==> images/congestion.png <==
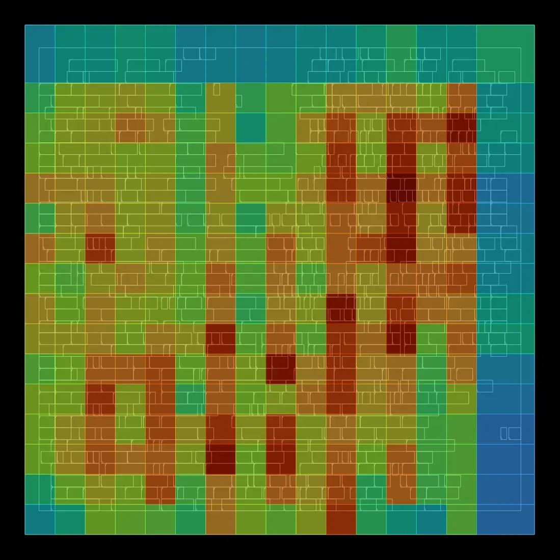
==> images/flops_by_reg.png <==
The bar under the picture is 20 um long. Other sequential cells in the stronger gray, the rest of the logic in the fainter gray.
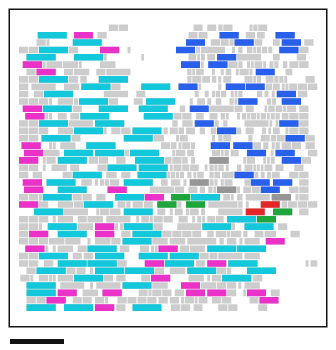
[src/rtl/write_back_unit_pkg.sv]
// Shared processor constants: register-file geometry, the hard-wired zero register
// and the load-result entry layout used by the write-back stage.
package write_back_unit_pkg;
    localparam int REG_ADDR_W = 5;
    localparam int DATA_W     = 32;
    localparam int NUM_REGS   = 32;
    localparam logic [REG_ADDR_W-1:0] ZERO_REG = 5'b11111;

    typedef struct packed {
        logic [REG_ADDR_W-1:0] addr;
        logic [DATA_W-1:0]     data;
    } wb_entry_t;

    localparam int ENTRY_W = REG_ADDR_W + DATA_W;
endpackage

[src/rtl/wb_fifo.sv]
// Small circular buffer holding load results until the register-file write port is free.
module wb_fifo
    import write_back_unit_pkg::*;
#(
    parameter int DEPTH = 2,
    parameter int W     = ENTRY_W,
    parameter int CW    = 2
) (
    input  logic          clk,
    input  logic          rst,
    input  logic          push,
    input  logic [W-1:0]  din,
    input  logic          pop,
    output logic [W-1:0]  dout,
    output logic          full,
    output logic          empty,
    output logic [CW-1:0] count
);
    localparam int PW = (DEPTH > 1) ? $clog2(DEPTH) : 1;

    logic [W-1:0]  mem [DEPTH];
    logic [PW-1:0] wr_ptr;
    logic [PW-1:0] rd_ptr;
    logic          do_push;
    logic          do_pop;

    function automatic logic [PW-1:0] next_ptr(input logic [PW-1:0] p);
        return (p == PW'(DEPTH - 1)) ? '0 : p + PW'(1);
    endfunction

    assign full    = (count == CW'(DEPTH));
    assign empty   = (count == '0);
    assign do_pop  = pop && !empty;
    // A full buffer still accepts an entry when the head leaves in the same cycle.
    assign do_push = push && (!full || do_pop);
    assign dout    = mem[rd_ptr];

    always_ff @(posedge clk) begin
        if (rst) begin
            wr_ptr <= '0;
            rd_ptr <= '0;
            count  <= '0;
        end else begin
            if (do_push) begin
                mem[wr_ptr] <= din;
                wr_ptr      <= next_ptr(wr_ptr);
            end
            if (do_pop) begin
                rd_ptr <= next_ptr(rd_ptr);
            end
            if (do_push && !do_pop) begin
                count <= count + CW'(1);
            end else if (do_pop && !do_push) begin
                count <= count - CW'(1);
            end
        end
    end
endmodule

[src/rtl/write_back_unit.sv]
// Write-back stage: arbitrates ALU results (priority) against buffered load results
// onto a registered register-file write port, and tracks outstanding loads per register.
module write_back_unit
    import write_back_unit_pkg::*;
#(
    parameter logic [4:0] ZERO_REG   = write_back_unit_pkg::ZERO_REG,
    parameter int         FIFO_DEPTH = 2
) (
    input  logic        clk,
    input  logic        rst,
    input  logic        alu_valid,
    input  logic [4:0]  alu_addr,
    input  logic [31:0] alu_data,
    input  logic        mem_valid,
    input  logic [4:0]  mem_addr,
    input  logic [31:0] mem_data,
    output logic        mem_ready,
    input  logic        issue_valid,
    input  logic [4:0]  issue_addr,
    output logic        write_enable,
    output logic [4:0]  write_addr,
    output logic [31:0] write_data,
    output logic [31:0] pending,
    output logic [1:0]  fifo_count
);
    logic            alu_hit;
    logic            fifo_pop;
    logic            fifo_empty;
    logic            fifo_full;
    logic            load_write;
    logic [ENTRY_W-1:0] fifo_dout;
    wb_entry_t       head;
    logic            nxt_we;
    logic [4:0]      nxt_addr;
    logic [31:0]     nxt_data;
    logic [31:0]     set_vec;
    logic [31:0]     clr_vec;

    assign mem_ready = (int'(fifo_count) < FIFO_DEPTH);
    assign alu_hit   = alu_valid && (alu_addr != ZERO_REG);
    assign fifo_pop  = !alu_hit && !fifo_empty;
    assign head      = wb_entry_t'(fifo_dout);
    // A popped zero-register load is dropped silently: no write, no scoreboard change.
    assign load_write = fifo_pop && (head.addr != ZERO_REG);

    wb_fifo #(
        .DEPTH (FIFO_DEPTH),
        .W     (ENTRY_W),
        .CW    (2)
    ) u_fifo (
        .clk   (clk),
        .rst   (rst),
        .push  (mem_valid && mem_ready),
        .din   ({mem_addr, mem_data}),
        .pop   (fifo_pop),
        .dout  (fifo_dout),
        .full  (fifo_full),
        .empty (fifo_empty),
        .count (fifo_count)
    );

    always_comb begin
        nxt_we   = 1'b0;
        nxt_addr = '0;
        nxt_data = '0;
        if (alu_hit) begin
            nxt_we   = 1'b1;
            nxt_addr = alu_addr;
            nxt_data = alu_data;
        end else if (load_write) begin
            nxt_we   = 1'b1;
            nxt_addr = head.addr;
            nxt_data = head.data;
        end
    end

    assign set_vec = (issue_valid && issue_addr != ZERO_REG) ? (32'd1 << issue_addr) : '0;
    assign clr_vec = load_write ? (32'd1 << head.addr) : '0;

    always_ff @(posedge clk) begin
        if (rst) begin
            write_enable <= 1'b0;
            write_addr   <= '0;
            write_data   <= '0;
            pending      <= '0;
        end else begin
            write_enable <= nxt_we;
            write_addr   <= nxt_addr;
            write_data   <= nxt_data;
            // Set is applied after clear so a same-cycle re-issue keeps the bit.
            pending      <= ((pending & ~clr_vec) | set_vec) & ~(32'd1 << ZERO_REG);
        end
    end
endmodule

[config.mk]
export PLATFORM = sky130hd
export DESIGN_NAME = write_back_unit
export DESIGN_NICKNAME = d
export VERILOG_FILES = /design/src/rtl/write_back_unit_pkg.sv /design/src/rtl/wb_fifo.sv /design/src/rtl/write_back_unit.sv
export SDC_FILE = /design/constraint.sdc
export NUM_CORES = 1
export LEC_CHECK = 0
export CAP_MARGIN = 10
export CORE_MARGIN = 3
export CORE_UTILIZATION = 49
export DETAILED_ROUTE_END_ITERATION = 12
export GPL_TIMING_DRIVEN = 0
export PLACE_DENSITY = 0.86
export SETUP_SLACK_MARGIN = 0.1
export SYNTH_ARGS = -nofsm -noshare
export SYNTH_HDL_FRONTEND = slang
export SYNTH_SLANG_ARGS = --single-unit
[constraint.sdc]
create_clock -name clk -period 6.1 [get_ports clk]
set_clock_uncertainty 0.1 [all_clocks]
set_input_delay 1.22 -clock clk [delete_from_list [all_inputs] [get_ports clk]]
set_output_delay 1.22 -clock clk [all_outputs]
set_load 0.005 [all_outputs]
==> impl_metrics.py <==
# Physical implementation metrics
metrics = {
    "status": {
        "run_status": "completed",
    },
    "floorplanning": {
        "num_io_pins": 157,
        "chipArea_mm2": 0.0136,
        "die_h_um": 117,
        "rows": 39,
        "initCoreUtil": 0.513,
        "die-width_um": 117,
        "core_mm2": 0.0117,
    },
    "clock_network": {
        "cts_made_buffers": 17,
        "clockRootBuffer": "clkbuf_16",
        "clkSinkCount": 148,
        "ctsResizeCount": 0,
        "htree_levels": 4,
        "path_clk_slew_ns": 0.06,
        "post_cts.repair.setup_buffers": 0,
        "cts_tree": "yes",
        "clockBufferDepth": 2,
    },
    "power": {
        "p_clk_frac": 0.354,
        "switchingPower_uw": 752,
        "cellPowerDensity_mw_per_mm2": 333,
        "p_leak_nw": 2.89,
        "pwr-share-seq": 0.427,
        "comb_power_share": 0.218,
        "ir_drop_mv": 0.254,
        "fin_total_pwr_mw": 2.77,
    },
    "synth": {
        "yosysTopAreaCell": "edfxtp_1",
        "syn_nets": 560,
        "async_flop_share": 0,
        "yosysSeqAreaShare": 0.616,
        "syn_area_per_cell_um2": 12.7,
        "syn_area_mm2": 0.00601,
        "ys_types": 45,
        "synthTopCellsByCount": "74 x dfxtp_1, 74 x edfxtp_1, 42 x inv_1",
        "ys.flops": 148,
        "synth_cells": 475,
        "area_leaders": "edfxtp_1 37%, dfxtp_1 25%, o32ai_2 8.1%",
        "top_area_frac": 0.370,
        "ys_dominant_reg_cell": "edfxtp_1",
        "ys_warn_count": 0,
        "yosys_area_mm2": 0.00601,
    },
    "drt": {
        "vias": 4597,
        "ant_nets": 0,
        "drtPass1Iterations": 5,
        "drt_wl_total_mm": 15.8,
        "drc": 0,
        "drtIter0Drc": 504,
        "vias_per_cell": 5.70,
    },
    "sta": {
        "setup_viol": 0,
        "slew_headroom": 0.272,
        "timing.hold.ws_ns": 0.371,
        "tightest_slew_ns": 1.08,
        "fin_crit_ns": 3.20,
        "finalHoldViolCount": 0,
        "period_used_share": 0.525,
        "fmax_ghz": 0.312,
        "rsz0062_at_grt": "false",
        "slew_viol_final": 0,
        "tns_ns": 0,
    },
    "global_routing": {
        "grt_pass1_wl_mm": 24.7,
        "overflow": 0,
    },
    "finish": {
        "diodes": 0,
        "final_cells": 807,
        "area_delta_synth_final_pct": 38.5,
        "fillers": 798,
        "drive_above_1_share": 0.119,
        "logic_area_mm2": 0.00200,
    },
    "place": {
        "dp_hpwl_mm": 11.3,
        "numPortBuffers": 154,
        "dp.cells": 775,
    },
    "worst_hold_path": {
        "min_path_type": "reg2reg",
    },
    "setup_path": {
        "critPathMaxFanout": 10,
        "start_kind": "primary input",
        "arrival_ns": 3.23,
        "worst-setup-path-type": "in2reg",
        "cp-end-kind": "flop",
    },
    "run": {
        "warning_count": 26,
    },
}
About congestion.png:
Total Routing Usage GR: 0.238
grt met3 use: 0.0731
busiest grt layer: met2

About flops_by_reg.png:
[blue] `pending` | placed flops: 31
[green] `write_addr` | placed flops: 5
[cyan] `u_fifo.mem` | placed flops: 74
[magenta] `write_data` | placed flops: 32
[red] `u_fifo.count` | placed flops: 2
fin util: 0.711
Seq group: 1.18 mW

worst paths after layout:
| kind | slack, ns | end | startpoint | depth (start not counted) |
|---|---|---|---|---|
| setup reg to reg | 3.78 | u_fifo.mem[0][27] | u_fifo.count[1] | 4 |
| setup / recovery | 2.90 | u_fifo.mem[0][27] | mem_valid | 5 |
| hold reg to reg | 0.37 | pending[4] | pending[4] | 2 |
| hold / removal | 0.37 | pending[4] | pending[4] | 2 |
state kept, by name, summed over array words and instances, names as in the netlist, named ones only:
name	flops
u_fifo.rd_ptr	1
u_fifo.mem	74
u_fifo.wr_ptr	1
write_enable	1
write_data	32
u_fifo.count	2
pending	31
write_addr	5
power by group through the flow:
stage | registers [mW] | logic [mW] | clock network (mW)
2_1_floorplan | 1.20 | 0.339 | 0
6_report | 1.18 | 0.605 | 0.982
3_3_place_gp | 1.20 | 0.569 | 0
5_1_grt | 1.19 | 0.647 | 1.04
3_5_place_dp | 1.20 | 0.592 | 0
4_1_cts | 1.18 | 0.603 | 0.989
through the flow:
| stage | cell area [um^2] | setup slack, ns |
|---|---|---|
| global placement | 7730 | -0.715 |
| detailed placement | 7770 | 2.46 |
| finish | 8320 | 2.90 |
| floorplan | 6010 | 1.14 |
| CTS | 8320 | 2.86 |
| global route | 8320 | 2.74 |
area by class of cell:
| cell class | instances | area share |
|---|---|---|
| Timing Repair Buffer | 157 | 0.189 |
| Clock inverter | 10 | 0.0131 |
| Buffer | 30 | 0.0189 |
| Multi-Input combinational cell | 255 | 0.240 |
| Sequential cell | 148 | 0.445 |
| Tap cell | 143 | 0.0215 |
| Inverter | 42 | 0.0189 |
| Clock buffer | 22 | 0.0534 |
worst max-delay path, stage by stage:
cell and delay, ns:
clkdlybuf4s50_1 0.45, nor2b_1 0.32, nor3b_2 0.82, buf_6 0.25
buf_6 0.16
cells in the final DEF, fill, tap and decap left out, types with 3 or more instances in the layout:
| cell type | instances |
|---|---|
| a211oi_1 | 6 |
| a21oi_1 | 29 |
| a311oi_1 | 8 |
| a31oi_1 | 5 |
| a32oi_1 | 3 |
| and2_1 | 4 |
| and3b_1 | 3 |
| buf_2 | 9 |
| buf_4 | 3 |
| buf_6 | 6 |
| clkbuf_1 | 19 |
| clkbuf_16 | 17 |
| clkdlybuf4s50_1 | 154 |
| clkinv_2 | 4 |
| dfxtp_1 | 74 |
| edfxtp_1 | 74 |
| inv_1 | 42 |
| mux2i_1 | 36 |
| nand2_1 | 31 |
| nand3_1 | 7 |
| nor2_1 | 18 |
| nor2b_1 | 4 |
| nor3_1 | 10 |
| nor3b_1 | 3 |
| nor4_1 | 3 |
| o21ai_0 | 7 |
| o32ai_1 | 7 |
| o32ai_2 | 30 |
| o41ai_1 | 14 |
| or3_1 | 3 |
layer usage:
layer / routed length, um / GRT usage
met4: 371 / 0.0940
met1: 6220 / 0.281
met5: 0 / 0
met2: 7890 / 0.405
met3: 1370 / 0.0731
kinds of logic after synthesis:
logic type / synth area share
flip-flops: 0.616
AND-OR/OR-AND: 0.179
AND/OR/NAND/NOR: 0.0814
buffers and inverters: 0.0525
multiplexers: 0.0637
XOR/XNOR: 0.00437
adder cells (fa/ha/maj): 0.00208
other: 0.000624
Power is estimated from default activity; no workload was simulated.
